### src/rtl/i2c_reg_sequencer_if.sv
// Command/response and byte-engine handshake bundle for i2c_reg_sequencer.
// master = the sequencer, slave = command source plus byte engine.
interface i2c_reg_sequencer_if;
  logic       cmd_valid;
  logic       cmd_ready;
  logic       cmd_rw;
  logic [6:0] cmd_dev;
  logic [7:0] cmd_reg;
  logic [7:0] cmd_wdata;
  logic       rsp_valid;
  logic       rsp_ready;
  logic [7:0] rsp_rdata;
  logic [1:0] rsp_err;
  logic       m_take_bus;
  logic [7:0] m_tx_data;
  logic       m_tx_valid;
  logic       m_tx_ready;
  logic [7:0] m_rx_data;
  logic       m_rx_valid;
  logic       m_rx_ready;
  logic       m_ack_lost;
  logic       m_bus_busy;

  modport master (
    input  cmd_valid, cmd_rw, cmd_dev, cmd_reg, cmd_wdata, rsp_ready,
    input  m_tx_ready, m_rx_data, m_rx_valid, m_ack_lost, m_bus_busy,
    output cmd_ready, rsp_valid, rsp_rdata, rsp_err,
    output m_take_bus, m_tx_data, m_tx_valid, m_rx_ready
  );

  modport slave (
    output cmd_valid, cmd_rw, cmd_dev, cmd_reg, cmd_wdata, rsp_ready,
    output m_tx_ready, m_rx_data, m_rx_valid, m_ack_lost, m_bus_busy,
    input  cmd_ready, rsp_valid, rsp_rdata, rsp_err,
    input  m_take_bus, m_tx_data, m_tx_valid, m_rx_ready
  );
endinterface

### src/rtl/i2c_reg_sequencer.sv
// Single-register I2C read/write sequencer driving a byte-level master engine.
// Reads use write(reg), STOP, gap, then a fresh START with the read address.
module i2c_reg_sequencer #(
  parameter int unsigned TIMEOUT_CYC = 100000,
  parameter int unsigned GAP_CYC     = 16
) (
  input logic                clk,
  input logic                rst,
  i2c_reg_sequencer_if.master bus_io
);

  typedef enum logic [3:0] {
    StIdle, StStart, StTxDev, StTxReg, StTxData, StAckWait,
    StStop1, StStartR, StTxDevR, StRx, StStop, StResp
  } state_e;

  typedef enum logic [1:0] {ByteDev, ByteReg, ByteData, ByteDevR} byte_e;

  localparam logic [1:0] ErrOk      = 2'd0;
  localparam logic [1:0] ErrDevNack = 2'd1;
  localparam logic [1:0] ErrRegNack = 2'd2;
  localparam logic [1:0] ErrTimeout = 2'd3;

  state_e      state_q;
  byte_e       byte_q;
  logic        rw_q;
  logic [6:0]  dev_q;
  logic [7:0]  reg_q;
  logic [7:0]  wdata_q;
  logic [1:0]  err_q;
  logic [31:0] cnt_q;
  logic [31:0] gap_q;
  logic        cmd_ready_q;
  logic        rsp_valid_q;
  logic [7:0]  rsp_rdata_q;
  logic        take_bus_q;
  logic        tx_valid_q;
  logic [7:0]  tx_data_q;
  logic        rx_ready_q;

  logic        counted;
  logic        timeout;
  logic        ack_seen;
  logic [1:0]  nack_code;

  function automatic byte_e byte_of(state_e s);
    case (s)
      StTxDev:  return ByteDev;
      StTxReg:  return ByteReg;
      StTxData: return ByteData;
      default:  return ByteDevR;
    endcase
  endfunction

  always_comb begin
    counted   = state_q inside {StTxDev, StTxReg, StTxData, StTxDevR, StAckWait,
                                StRx, StStop1, StStop};
    timeout   = counted && (cnt_q >= TIMEOUT_CYC - 32'd1);
    // The ACK of the previous byte is settled once the engine offers its next slot or goes idle.
    ack_seen  = bus_io.m_tx_ready || !bus_io.m_bus_busy;
    nack_code = (byte_q inside {ByteDev, ByteDevR}) ? ErrDevNack : ErrRegNack;
  end

  always_ff @(posedge clk) begin
    if (rst) begin
      state_q     <= StIdle;
      byte_q      <= ByteDev;
      rw_q        <= 1'b0;
      dev_q       <= '0;
      reg_q       <= '0;
      wdata_q     <= '0;
      err_q       <= ErrOk;
      cnt_q       <= '0;
      gap_q       <= '0;
      cmd_ready_q <= 1'b0;
      rsp_valid_q <= 1'b0;
      rsp_rdata_q <= '0;
      take_bus_q  <= 1'b0;
      tx_valid_q  <= 1'b0;
      tx_data_q   <= '0;
      rx_ready_q  <= 1'b0;
    end else begin
      cnt_q <= counted ? cnt_q + 32'd1 : '0;
      if (timeout && state_q != StStop) begin
        if (err_q == ErrOk) err_q <= ErrTimeout;
        tx_valid_q <= 1'b0;
        rx_ready_q <= 1'b0;
        take_bus_q <= 1'b0;
        cnt_q      <= '0;
        state_q    <= StStop;
      end else begin
        unique case (state_q)
          StIdle: begin
            cmd_ready_q <= 1'b1;
            if (bus_io.cmd_valid && cmd_ready_q) begin
              rw_q        <= bus_io.cmd_rw;
              dev_q       <= bus_io.cmd_dev;
              reg_q       <= bus_io.cmd_reg;
              wdata_q     <= bus_io.cmd_wdata;
              err_q       <= ErrOk;
              rsp_rdata_q <= '0;
              cmd_ready_q <= 1'b0;
              take_bus_q  <= 1'b1;
              state_q     <= StStart;
            end
          end
          StStart: begin
            tx_valid_q <= 1'b1;
            tx_data_q  <= {dev_q, 1'b0};
            state_q    <= StTxDev;
          end
          StTxDev, StTxReg, StTxData, StTxDevR: begin
            if (bus_io.m_tx_ready) begin
              tx_valid_q <= 1'b0;
              byte_q     <= byte_of(state_q);
              cnt_q      <= '0;
              state_q    <= StAckWait;
            end
          end
          StAckWait: begin
            if (ack_seen) begin
              cnt_q <= '0;
              if (bus_io.m_ack_lost) begin
                if (err_q == ErrOk) err_q <= nack_code;
                take_bus_q <= 1'b0;
                state_q    <= StStop;
              end else begin
                unique case (byte_q)
                  ByteDev: begin
                    tx_valid_q <= 1'b1;
                    tx_data_q  <= reg_q;
                    state_q    <= StTxReg;
                  end
                  ByteReg: begin
                    if (rw_q) begin
                      take_bus_q <= 1'b0;
                      gap_q      <= '0;
                      state_q    <= StStop1;
                    end else begin
                      tx_valid_q <= 1'b1;
                      tx_data_q  <= wdata_q;
                      state_q    <= StTxData;
                    end
                  end
                  ByteData: begin
                    take_bus_q <= 1'b0;
                    state_q    <= StStop;
                  end
                  ByteDevR: begin
                    rx_ready_q <= 1'b1;
                    state_q    <= StRx;
                  end
                  default: state_q <= StStop;
                endcase
              end
            end
          end
          StStop1: begin
            // Gap counting starts at the first idle sample and then runs regardless of busy.
            if (gap_q != '0 || !bus_io.m_bus_busy) begin
              if (gap_q >= GAP_CYC - 32'd1) begin
                take_bus_q <= 1'b1;
                cnt_q      <= '0;
                state_q    <= StStartR;
              end else begin
                gap_q <= gap_q + 32'd1;
              end
            end
          end
          StStartR: begin
            tx_valid_q <= 1'b1;
            tx_data_q  <= {dev_q, 1'b1};
            state_q    <= StTxDevR;
          end
          StRx: begin
            if (bus_io.m_rx_valid) begin
              rsp_rdata_q <= bus_io.m_rx_data;
              rx_ready_q  <= 1'b0;
              take_bus_q  <= 1'b0;
              cnt_q       <= '0;
              state_q     <= StStop;
            end
          end
          StStop: begin
            if (!bus_io.m_bus_busy) begin
              rsp_valid_q <= 1'b1;
              state_q     <= StResp;
            end else if (timeout) begin
              if (err_q == ErrOk) err_q <= ErrTimeout;
              rsp_rdata_q <= '0;
              rsp_valid_q <= 1'b1;
              state_q     <= StResp;
            end
          end
          StResp: begin
            if (bus_io.rsp_ready) begin
              rsp_valid_q <= 1'b0;
              cmd_ready_q <= 1'b1;
              state_q     <= StIdle;
            end
          end
          default: state_q <= StIdle;
        endcase
      end
    end
  end

  assign bus_io.cmd_ready  = cmd_ready_q;
  assign bus_io.rsp_valid  = rsp_valid_q;
  assign bus_io.rsp_rdata  = rsp_rdata_q;
  assign bus_io.rsp_err    = err_q;
  assign bus_io.m_take_bus = take_bus_q;
  assign bus_io.m_tx_data  = tx_data_q;
  assign bus_io.m_tx_valid = tx_valid_q;
  assign bus_io.m_rx_ready = rx_ready_q;

endmodule
### src/flat_wrapper.sv
// flat-port wrapper written by rule: the top's interface ports become plain ports
module i2c_reg_sequencer_flat 
#(
  parameter int unsigned TIMEOUT_CYC = 100000,
  parameter int unsigned GAP_CYC     = 16
)
  (clk, rst, bus_io_cmd_valid, bus_io_cmd_rw, bus_io_cmd_dev, bus_io_cmd_reg, bus_io_cmd_wdata, bus_io_rsp_ready, bus_io_m_tx_ready, bus_io_m_rx_data, bus_io_m_rx_valid, bus_io_m_ack_lost, bus_io_m_bus_busy, bus_io_cmd_ready, bus_io_rsp_valid, bus_io_rsp_rdata, bus_io_rsp_err, bus_io_m_take_bus, bus_io_m_tx_data, bus_io_m_tx_valid, bus_io_m_rx_ready);
  i2c_reg_sequencer_if bus_io_i ();
  input logic clk;
  input logic rst;
  input wire logic [$bits(bus_io_i.cmd_valid)-1:0] bus_io_cmd_valid;
  input wire logic [$bits(bus_io_i.cmd_rw)-1:0] bus_io_cmd_rw;
  input wire logic [$bits(bus_io_i.cmd_dev)-1:0] bus_io_cmd_dev;
  input wire logic [$bits(bus_io_i.cmd_reg)-1:0] bus_io_cmd_reg;
  input wire logic [$bits(bus_io_i.cmd_wdata)-1:0] bus_io_cmd_wdata;
  input wire logic [$bits(bus_io_i.rsp_ready)-1:0] bus_io_rsp_ready;
  input wire logic [$bits(bus_io_i.m_tx_ready)-1:0] bus_io_m_tx_ready;
  input wire logic [$bits(bus_io_i.m_rx_data)-1:0] bus_io_m_rx_data;
  input wire logic [$bits(bus_io_i.m_rx_valid)-1:0] bus_io_m_rx_valid;
  input wire logic [$bits(bus_io_i.m_ack_lost)-1:0] bus_io_m_ack_lost;
  input wire logic [$bits(bus_io_i.m_bus_busy)-1:0] bus_io_m_bus_busy;
  output wire logic [$bits(bus_io_i.cmd_ready)-1:0] bus_io_cmd_ready;
  output wire logic [$bits(bus_io_i.rsp_valid)-1:0] bus_io_rsp_valid;
  output wire logic [$bits(bus_io_i.rsp_rdata)-1:0] bus_io_rsp_rdata;
  output wire logic [$bits(bus_io_i.rsp_err)-1:0] bus_io_rsp_err;
  output wire logic [$bits(bus_io_i.m_take_bus)-1:0] bus_io_m_take_bus;
  output wire logic [$bits(bus_io_i.m_tx_data)-1:0] bus_io_m_tx_data;
  output wire logic [$bits(bus_io_i.m_tx_valid)-1:0] bus_io_m_tx_valid;
  output wire logic [$bits(bus_io_i.m_rx_ready)-1:0] bus_io_m_rx_ready;
  assign bus_io_i.cmd_valid = bus_io_cmd_valid;
  assign bus_io_i.cmd_rw = bus_io_cmd_rw;
  assign bus_io_i.cmd_dev = bus_io_cmd_dev;
  assign bus_io_i.cmd_reg = bus_io_cmd_reg;
  assign bus_io_i.cmd_wdata = bus_io_cmd_wdata;
  assign bus_io_i.rsp_ready = bus_io_rsp_ready;
  assign bus_io_i.m_tx_ready = bus_io_m_tx_ready;
  assign bus_io_i.m_rx_data = bus_io_m_rx_data;
  assign bus_io_i.m_rx_valid = bus_io_m_rx_valid;
  assign bus_io_i.m_ack_lost = bus_io_m_ack_lost;
  assign bus_io_i.m_bus_busy = bus_io_m_bus_busy;
  assign bus_io_cmd_ready = bus_io_i.cmd_ready;
  assign bus_io_rsp_valid = bus_io_i.rsp_valid;
  assign bus_io_rsp_rdata = bus_io_i.rsp_rdata;
  assign bus_io_rsp_err = bus_io_i.rsp_err;
  assign bus_io_m_take_bus = bus_io_i.m_take_bus;
  assign bus_io_m_tx_data = bus_io_i.m_tx_data;
  assign bus_io_m_tx_valid = bus_io_i.m_tx_valid;
  assign bus_io_m_rx_ready = bus_io_i.m_rx_ready;
  i2c_reg_sequencer #(.TIMEOUT_CYC(TIMEOUT_CYC), .GAP_CYC(GAP_CYC)) u_core (.clk(clk), .rst(rst), .bus_io(bus_io_i));
endmodule
### config.mk
export PLATFORM = sky130hd
export DESIGN_NAME = i2c_reg_sequencer_flat
export DESIGN_NICKNAME = d
export VERILOG_FILES = /design/src/rtl/i2c_reg_sequencer_if.sv /design/src/rtl/i2c_reg_sequencer.sv /design/src/flat_wrapper.sv
export SDC_FILE = /design/constraint.sdc
export NUM_CORES = 1
export LEC_CHECK = 0
export CAP_MARGIN = 10
export CORE_ASPECT_RATIO = 0.8
export CORE_MARGIN = 4
export CORE_UTILIZATION = 60
export DETAILED_ROUTE_END_ITERATION = 12
export PLACE_DENSITY = 0.85
export SLEW_MARGIN = 25
export SYNTH_ARGS = -nofsm -noshare
export SYNTH_HDL_FRONTEND = slang
export SYNTH_SLANG_ARGS = --single-unit
### constraint.sdc
create_clock -name clk -period 5.6 [get_ports clk]
set_clock_uncertainty 0.1 [all_clocks]
set_input_delay 1.12 -clock clk [delete_from_list [all_inputs] [get_ports clk]]
set_output_delay 1.12 -clock clk [all_outputs]
set_load 0.02 [all_outputs]
Run 1, congestion heat map:
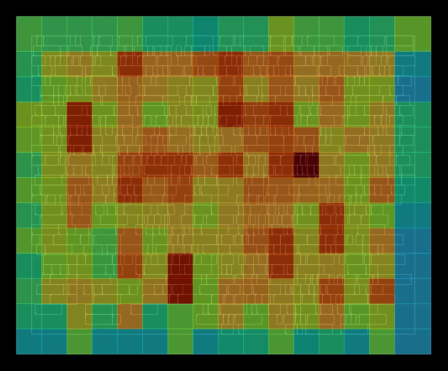
met2 usage in global routing: 0.389
met1 Use GR: 0.371
busiest layer in global routing: met2

Run 1, met2 routing:
Scale: 2 px per um.
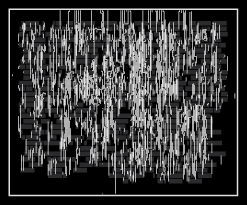
longest straight run = 36.4 um
main direction = vertical

==> out/qor.yml, run 1 <==
layout_top_cell: "dfxtp_1"
async_reset_ff_frac: 0
n_antenna_cell: 0
hold_slack_ps: 353
drt_wl_total_um: 13500
yosysUniqueCellTypes: 61
drt_iter0_markers: 641
synth.ff_latch_count: 117
pwr-share-seq: 0.353
setup_viol: 0
path_class: "reg2reg"
dr.pass1.iters: 6
yosys_area_mm2: 0.00533
cts_buffers: 17
ys_sh_xor: 0.0509
warning_count: 30
cp.required_ps: 5930
route.antenna.remaining_nets: 0
gr-total-overflow: 0
cts_resized: 0
syn_inst: 633
ys_sh_simple: 0.273
power_frac_comb: 0.252
avgSynthCellArea_um2: 8.43
period_used_share: 0.545
drive_gt1_frac: 0.0747
grt_start_max_net_pins: 42
cts_max_level: 4
yosys_cells: 633
yosysWarnings: 0
mi_logic_area_mm2: 0.00279
seqCellArea_mm2: 0.00234
n_fill_cell: 612
clk_pin_slew_ps: 60
r2r-start: "u_core.state_q[0]"
preCtsSetupSlack_ps: 2160
hold_depth: 2
status: "completed"
synthFlopType: "dfxtp_1"
die.size.y_um: 92.3
dp_hpwl_um: 9070
fp_util: 0.623
nets: 730
grt_pass1_vias: 4519
crit_path_cell_trace: "and4bb_2, a311o_1, nand3_1, a311oi_1, a21oi_1, a211oi_1"
ys_seq_share: 0.439
die_area_mm2: 0.0105
worstSetupEndpointType: "register"
worstMarginPinSlew_ps: 952
min-delay-start: "u_core.wdata_q[0]"
finalNonFillerCells: 808
fin_ws_ps: 2550
lay_top_cells: "117 x dfxtp_1, 92 x nand2_1, 62 x clkdlybuf4s50_1, 60 x nor2_1, 54 x a21oi_1"
crit_arrival_ps: 3380
core_area_mm2: 0.00856
grt_usage: 0.262
final.min_clock_period_ps: 3050
post-place-cells: 776
post_cts.repair.setup_buffers: 0
cp_slowest_cell: "dfxtp_1"
cts_tree: "yes"
antenna_found_initial: 0
vias: 4879
clk_latency_ps: 530
p_per_area_mw_per_mm2: 428
reg.largest.list: "u_core.cnt_q (32), u_core.gap_q (32)"
relSlewSlack: 0.364
critPathMaxFanout: 28
rows: 30
synth_area_mm2: 0.00533
power_leakage_nw: 2.29
Run 1, logic cells by family:
Scale: 4 px per um.
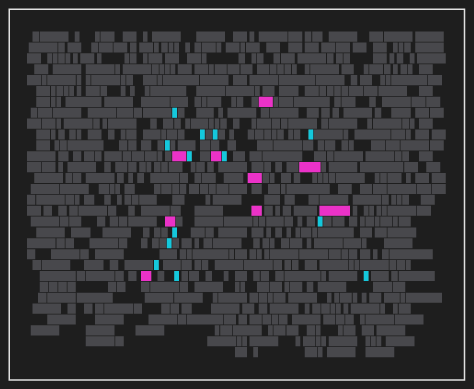
cyan -> inverters  # cells 13, most used inv_1
magenta -> AND-OR and OR-AND gates  # cells 9, most used a21o_1, where middle

-- run 1: synthesized netlist by cell type (all sizes together) (4+ instances only) --
cell	instances	area, um^2
nand3	26	130
nor2	60	225
mux2i	17	170
clkbuf	26	97.6
nor3	15	75.1
nand4	13	81.3
nand2	92	345
a21oi	54	270
and3	6	37.5
ha	7	87.6
o21ai	24	135
nor4	15	113
dfxtp	117	2340
xor2	21	184
a211oi	7	57.6
and2	33	206
o211ai	4	30.0
nor2b	5	31.3
and4	4	37.5
inv	12	45.0
o31ai	4	30.0
o2111ai	7	61.3
xnor2	10	87.6
buf	10	51.3
-- run 1: layout make-up --
type	instances	share of cell area
clock buffer	24	0.0744
clock inverter	8	0.0182
inverter	13	0.00740
multi-input combinational	467	0.424
sequential	117	0.355
tap	112	0.0213
timing repair buffer	67	0.0998
-- run 1: layer usage --
layer  global-route usage  wire length (um)  up-vias
li1                     -                 -     2325
met1                0.371              6140     2269
met2                0.389              5920      259
met3               0.0856              1290       26
met4               0.0651               163        0
met5                    0                 0        -
-- run 1: worst max-delay path, delay by kind of cell (launching register included) --
kind / cells / cell delay [ps]
DFF: 1 / 910
AOI/OAI and AO/OA: 4 / 1070
and+or+nand+nor: 2 / 840
-- run 1: final timing paths --
check | slack, ps | end
setup reg to reg | 2550 | u_core.bus_io.rsp_err[1]
hold reg to reg | 350 | u_core.wdata_q[0]
setup / recovery | 2550 | u_core.bus_io.rsp_err[1]
hold / removal | 350 | u_core.wdata_q[0]
-- run 1: power groups by stage --
stage | Combinational [W] | Clock (W) | Sequential (W)
after floorplan | 0.000551 | 0 | 0.000956
after global placement | 0.000661 | 0 | 0.00100
after detailed placement | 0.000678 | 0 | 0.00101
after CTS | 0.000690 | 0.00112 | 0.000992
after global routing | 0.000767 | 0.00116 | 0.00101
final | 0.000711 | 0.00111 | 0.000997
Run 1, met3 routing:
Scale: 2 px per um.
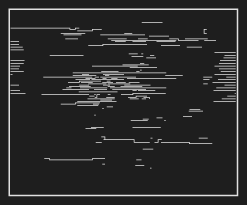

==> run 2, diff against run 1 <==
--- a/config.mk
+++ b/config.mk
@@ -8,9 +8,9 @@
 export CAP_MARGIN = 10
 export CORE_ASPECT_RATIO = 0.8
 export CORE_MARGIN = 4
-export CORE_UTILIZATION = 60
+export CORE_UTILIZATION = 56
 export DETAILED_ROUTE_END_ITERATION = 12
-export PLACE_DENSITY = 0.85
+export PLACE_DENSITY = 0.8
 export SLEW_MARGIN = 25
 export SYNTH_ARGS = -nofsm -noshare
 export SYNTH_HDL_FRONTEND = slang
==> constraint.sdc (replaced) <==
create_clock -name clk -period 3.1 [get_ports clk]
set_clock_uncertainty 0.1 [all_clocks]
set_input_delay 0.62 -clock clk [delete_from_list [all_inputs] [get_ports clk]]
set_output_delay 0.62 -clock clk [all_outputs]
set_load 0.02 [all_outputs]
Run 2, met3 routing:
Scale: 2 px per um.
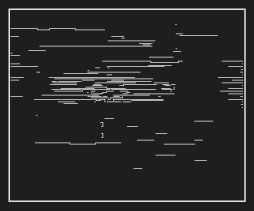
wire length on this layer = 1140 um
main direction = horizontal
longest straight run = 56.1 um
nets with wire on the layer = 82

Run 2, met2 routing:
Scale: 2 px per um.
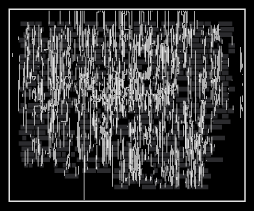
longest straight run = 44.4 um
share of all routed wire = 44%
nets with wire on the layer = 632
main direction = vertical
wire length on this layer = 6010 um

==> out/qor.yml, run 2 <==
synth_top_area_share: 0.439  # unchanged
route.antenna.remaining_nets: 0  # unchanged
yosys_cells: 633  # unchanged
fp_util: 0.583  # was 0.623
lay_top_cells: "117 x dfxtp_1, 92 x nand2_1, 62 x clkdlybuf4s50_1, 60 x nor2_1, 54 x a21oi_1"  # unchanged
clk_pin_slew_ps: 50  # was 60 ps
yosys-top-cells-count: "117 x dfxtp_1, 92 x nand2_1, 60 x nor2_1"  # unchanged
ys_seq_share: 0.439  # unchanged
status: "completed"  # unchanged
vias: 4848  # was 4879
drive_gt1_frac: 0.0928  # was 0.0747
yosysUniqueCellTypes: 61  # unchanged
fin_ws_ps: 335  # was 2550 ps
drt_iter0_markers: 520  # was 641
die_area_mm2: 0.0112  # was 0.0105 mm^2
post-place-cells: 794  # was 776
yosys-top-cells-area: "dfxtp_1 44%, nand2_1 6.5%, a21oi_1 5.1%"  # unchanged
async_reset_ff_frac: 0  # unchanged
reg.largest.list: "u_core.cnt_q (32), u_core.gap_q (32)"  # unchanged
dp_hpwl_um: 9430  # was 9070 um
synth_area_mm2: 0.00533  # unchanged
critPathMaxFanout: 29  # was 28
preCtsSetupSlack_ps: 343  # was 2160 ps
gr-total-overflow: 0  # unchanged
regToRegEndpoint: "u_core.gap_q[1]"  # was u_core.bus_io.rsp_err[1]
top_cell: "dfxtp_1"  # unchanged
antenna_found_initial: 0  # unchanged
post_cts.repair.setup_buffers: 0  # unchanged
yosys_area_mm2: 0.00533  # unchanged
cp.required_ps: 3330  # was 5930 ps
holdPathEnd: "u_core.wdata_q[6]"  # was u_core.wdata_q[0]
cts_buffers: 17  # unchanged
worstMarginPinSlew_ps: 758  # was 952 ps
min-delay-start: "u_core.wdata_q[6]"  # was u_core.wdata_q[0]
yosysWarnings: 0  # unchanged
warning_count: 30  # unchanged
dr.pass1.iters: 6  # unchanged
r2r-start: "u_core.state_q[2]"  # was u_core.state_q[0]
final.min_clock_period_ps: 2760  # was 3050 ps
relSlewSlack: 0.490  # was 0.364
finalNonFillerCells: 826  # was 808
synth.ff_latch_count: 117  # unchanged
power_leakage_nw: 2.34  # was 2.29 nW
layout_top_cell: "dfxtp_1"  # unchanged
cts_resized: 0  # unchanged
crit_arrival_ps: 2990  # was 3380 ps
met1Wirelength_um: 6200  # was 6140 um
path_class: "reg2reg"  # unchanged
core_area_mm2: 0.00915  # was 0.00856 mm^2
grt_pass1_vias: 4644  # was 4519
clk_latency_ps: 410  # was 530 ps
hold_slack_ps: 353  # about the same
n_antenna_cell: 0  # unchanged
grt_usage: 0.253  # was 0.262
n_fill_cell: 695  # was 612
dr_wl_met2_um: 6010  # was 5920 um
top_area_cell: "dfxtp_1"  # unchanged
drt_wl_total_um: 13500  # about the same
Run 2, congestion heat map:
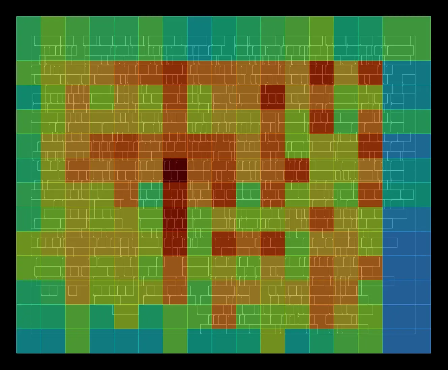
met1 Use GR: 0.354
Util after Layout: 0.729

run 2: metrics by stage:
| stage | utilization | total power (W) |
|---|---|---|
| 6_report | 0.729 | 0.00505 |
| 5_1_grt | 0.729 | 0.00530 |
| 4_1_cts | 0.729 | 0.00502 |
| 3_5_place_dp | 0.666 | 0.00312 |
| 3_3_place_gp | 0.666 | 0.00308 |
| 2_1_floorplan | - | 0.00272 |
run 2: metal layers:
layer | up-vias | GRT usage
met1 | 2263 | 0.354
met4 | 0 | 0.0783
met2 | 200 | 0.377
li1 | 2360 | -
met5 | - | 0
met3 | 25 | 0.0711
run 2: kinds of logic (layout without fill, tap and decap cells):
group | Yosys count | in the layout | synth area share
multiplexers | 18 | 18 | 0.0340
AND/OR/NAND/NOR | 290 | 290 | 0.273
XOR/XNOR | 31 | 31 | 0.0509
buffers and inverters | 49 | 127 | 0.0371
adder cells (fa/ha/maj) | 7 | 7 | 0.0164
AND-OR/OR-AND | 121 | 121 | 0.150
flip-flops | 117 | 117 | 0.439
run 2: layout make-up:
type,count,area [um^2],share of cell area
Multi-Input combinational cell,467,2790,0.418
Sequential cell,117,2340,0.351
Timing Repair Buffer,82,771,0.115
Clock buffer,21,450,0.0675
Tap cell,115,144,0.0215
Clock inverter,11,128,0.0191
Inverter,13,48.8,0.00731
run 2: worst max-delay path: stages, from the launching register on:
cell and delay (ps):
dfxtp_1 720, and4bb_2 660, and3_1 280, inv_1 90
a41oi_1 250, buf_4 310, inv_1 130, a21oi_1 150
run 2: power groups by stage:
stage	combinational, W	sequential [W]	clock, W
2_1_floorplan	0.000995	0.00173	0
3_3_place_gp	0.00133	0.00174	0
3_5_place_dp	0.00138	0.00175	0
4_1_cts	0.00140	0.00172	0.00191
5_1_grt	0.00156	0.00173	0.00200
6_report	0.00143	0.00173	0.00189
Run 2, logic cells by family:
Scale: 4 px per um.
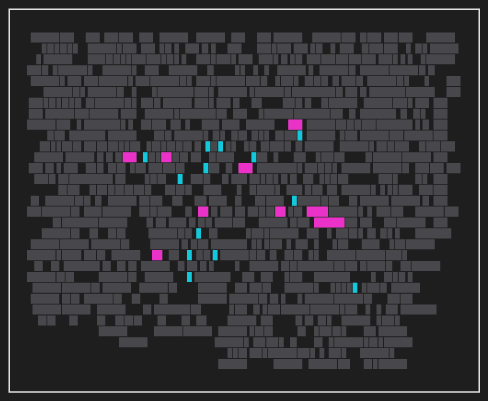

==> run 3, diff against run 2 <==
--- a/config.mk
+++ b/config.mk
@@ -10,7 +10,9 @@
 export CORE_MARGIN = 4
 export CORE_UTILIZATION = 56
 export DETAILED_ROUTE_END_ITERATION = 12
+export GPL_TIMING_DRIVEN = 0
 export PLACE_DENSITY = 0.8
+export SETUP_SLACK_MARGIN = 0.2
 export SLEW_MARGIN = 25
 export SYNTH_ARGS = -nofsm -noshare
 export SYNTH_HDL_FRONTEND = slang
Run 3, logic cells by family:
Scale: 4 px per um.
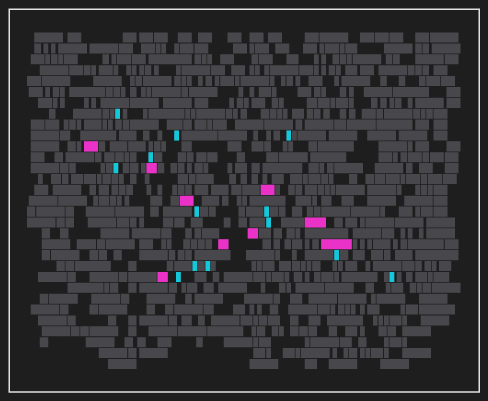
cyan -> inverters  # cells 13, most used inv_1
magenta -> AND-OR and OR-AND gates  # cells 9, most used a21o_1, where middle

Run 3, drive-strength map:
Scale: 4 px per um.
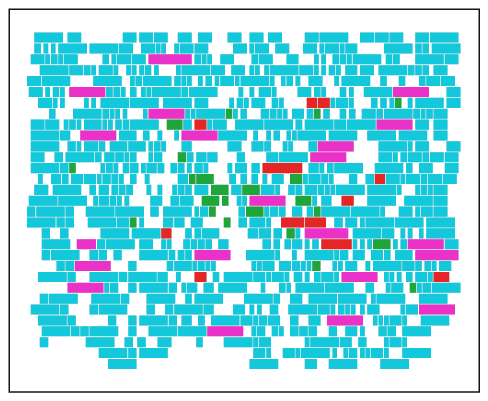
red -> _3 and _4 cells  # cells 12
green -> _2 cells  # cells 23
magenta -> _6 and larger  # cells 21
cyan -> _0 and _1 cells  # cells 670

Run 3, met3 routing:
Scale: 2 px per um.
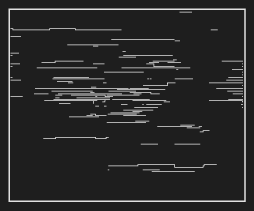
share of all routed wire = 8.4%
nets with wire on the layer = 81
longest straight run = 46.5 um
main direction = horizontal
wire length on this layer = 1170 um

==> out/qor.yml, run 3 <==
pwr-share-seq: 0.327  # was 0.342
n_fill_cell: 697  # was 695
critPathMaxFanout: 9  # was 29
clk_latency_ps: 420  # was 410 ps
top_cell: "dfxtp_1"  # unchanged
dr.pass1.iters: 5  # was 6
fp_util: 0.583  # unchanged
post_cts.repair.setup_buffers: 0  # unchanged
reg.largest.list: "u_core.cnt_q (32), u_core.gap_q (32)"  # unchanged
p_per_area_mw_per_mm2: 767  # was 756 mW/mm^2
vias: 4874  # was 4848
finalNonFillerCells: 841  # was 826
route.antenna.remaining_nets: 0  # unchanged
crit_arrival_ps: 2940  # was 2990 ps
status: "completed"  # unchanged
cp_slowest_cell: "a2111oi_4"  # was dfxtp_1
yosys-top-cells-count: "117 x dfxtp_1, 92 x nand2_1, 60 x nor2_1"  # unchanged
grt_pass1_vias: 4558  # was 4644
synthFlopType: "dfxtp_1"  # unchanged
drive_gt1_frac: 0.0771  # was 0.0928
yosys_cells: 633  # unchanged
drt_iter0_markers: 524  # was 520
power.group.top: "clock"  # unchanged
grt_usage: 0.257  # was 0.253
avgSynthCellArea_um2: 8.43  # unchanged
syn_inst: 633  # unchanged
cts_tree: "yes"  # unchanged
core_area_mm2: 0.00915  # unchanged
yosys_area_mm2: 0.00533  # unchanged
pg_clk_w: 0.00199  # was 0.00189 W
yosysUniqueCellTypes: 61  # unchanged
dp_hpwl_um: 9950  # was 9430 um
lay_top_cells: "117 x dfxtp_1, 92 x nand2_1, 61 x clkdlybuf4s50_1, 60 x nor2_1, 54 x a21oi_1"  # was 117 x dfxtp_1, 92 x nand2_1, 62 x clkdlybuf4s50_1, 60 x nor2_1, 54 x a21oi_1
cts_resized: 0  # unchanged
warning_count: 30  # unchanged
setup_viol: 0  # unchanged
ys_seq_share: 0.439  # unchanged
grt_start_max_net_pins: 17  # was 33
power_leakage_nw: 2.33  # was 2.34 nW
synth_area_mm2: 0.00533  # unchanged
worstMarginPinSlew_ps: 909  # was 758 ps
hold_slack_ps: 352  # was 353 ps
yosys-top-cells-area: "dfxtp_1 44%, nand2_1 6.5%, a21oi_1 5.1%"  # unchanged
cts_buffers: 17  # unchanged
gr-total-overflow: 0  # unchanged
layout_top_cell: "dfxtp_1"  # unchanged
synth.ff_latch_count: 117  # unchanged
final.min_clock_period_ps: 2710  # was 2760 ps
power_frac_comb: 0.285  # was 0.283
period_used_share: 0.874  # was 0.892
rows: 31  # unchanged
worstSetupEndpointType: "register"  # unchanged
cp_slowest_stage_delay_ps: 700  # was 720 ps
==> run 3: cell counts after synthesis <==
Identical to the previous run, type by type.
==> run 3: final timing paths <==
path | start | end | depth (start not counted)
setup / recovery | u_core.cnt_q[30] | u_core.bus_io.rsp_rdata[0] | 6
hold / removal | u_core.reg_q[4] | u_core.reg_q[4] | 2
setup reg to reg | u_core.cnt_q[30] | u_core.bus_io.rsp_rdata[0] | 6
hold reg to reg | u_core.reg_q[4] | u_core.reg_q[4] | 2
==> run 3: logic make-up after synthesis <==
logic type | count (synthesis) | synth area share
and+or+nand+nor | 290 | 0.273
muxes | 18 | 0.0340
adders and majority gates | 7 | 0.0164
xor gates and xnor gates | 31 | 0.0509
AOI/OAI and AO/OA | 121 | 0.150
DFF | 117 | 0.439
buffers and inverters | 49 | 0.0371
==> run 3: layout make-up <==
type	instances	area share
clock inverters	12	0.0232
multi-input cells	467	0.418
well taps	115	0.0215
clock buffers	20	0.0668
inverters	13	0.00729
flip-flops and latches	117	0.350
plain buffers	36	0.0223
repair buffers	61	0.0913
==> run 3: critical path: cells and delay by family (launching register included) <==
kind             cells  cell delay (ps)
flip-flops           1              340
AND/OR/NAND/NOR      3              960
multiplexers         1              270
AND-OR/OR-AND        2              950
==> run 3: per-stage QoR <==
step,worst slack [ps],utilization
after floorplan,828,-
after global placement,216,0.665
after detailed placement,108,0.665
after CTS,413,0.731
after global routing,232,0.731
final,391,0.731
==> run 3: routing by layer <==
| metal | routed length, um | part of all wire | vias to the layer above |
|---|---|---|---|
| li1 | - | - | 2379 |
| met1 | 6540 | 0.47 | 2286 |
| met2 | 6010 | 0.43 | 189 |
| met3 | 1170 | 0.084 | 20 |
| met4 | 163 | 0.012 | 0 |
| met5 | 0 | 0 | - |
No activity file was given, so power comes from the tool's default toggle rates.
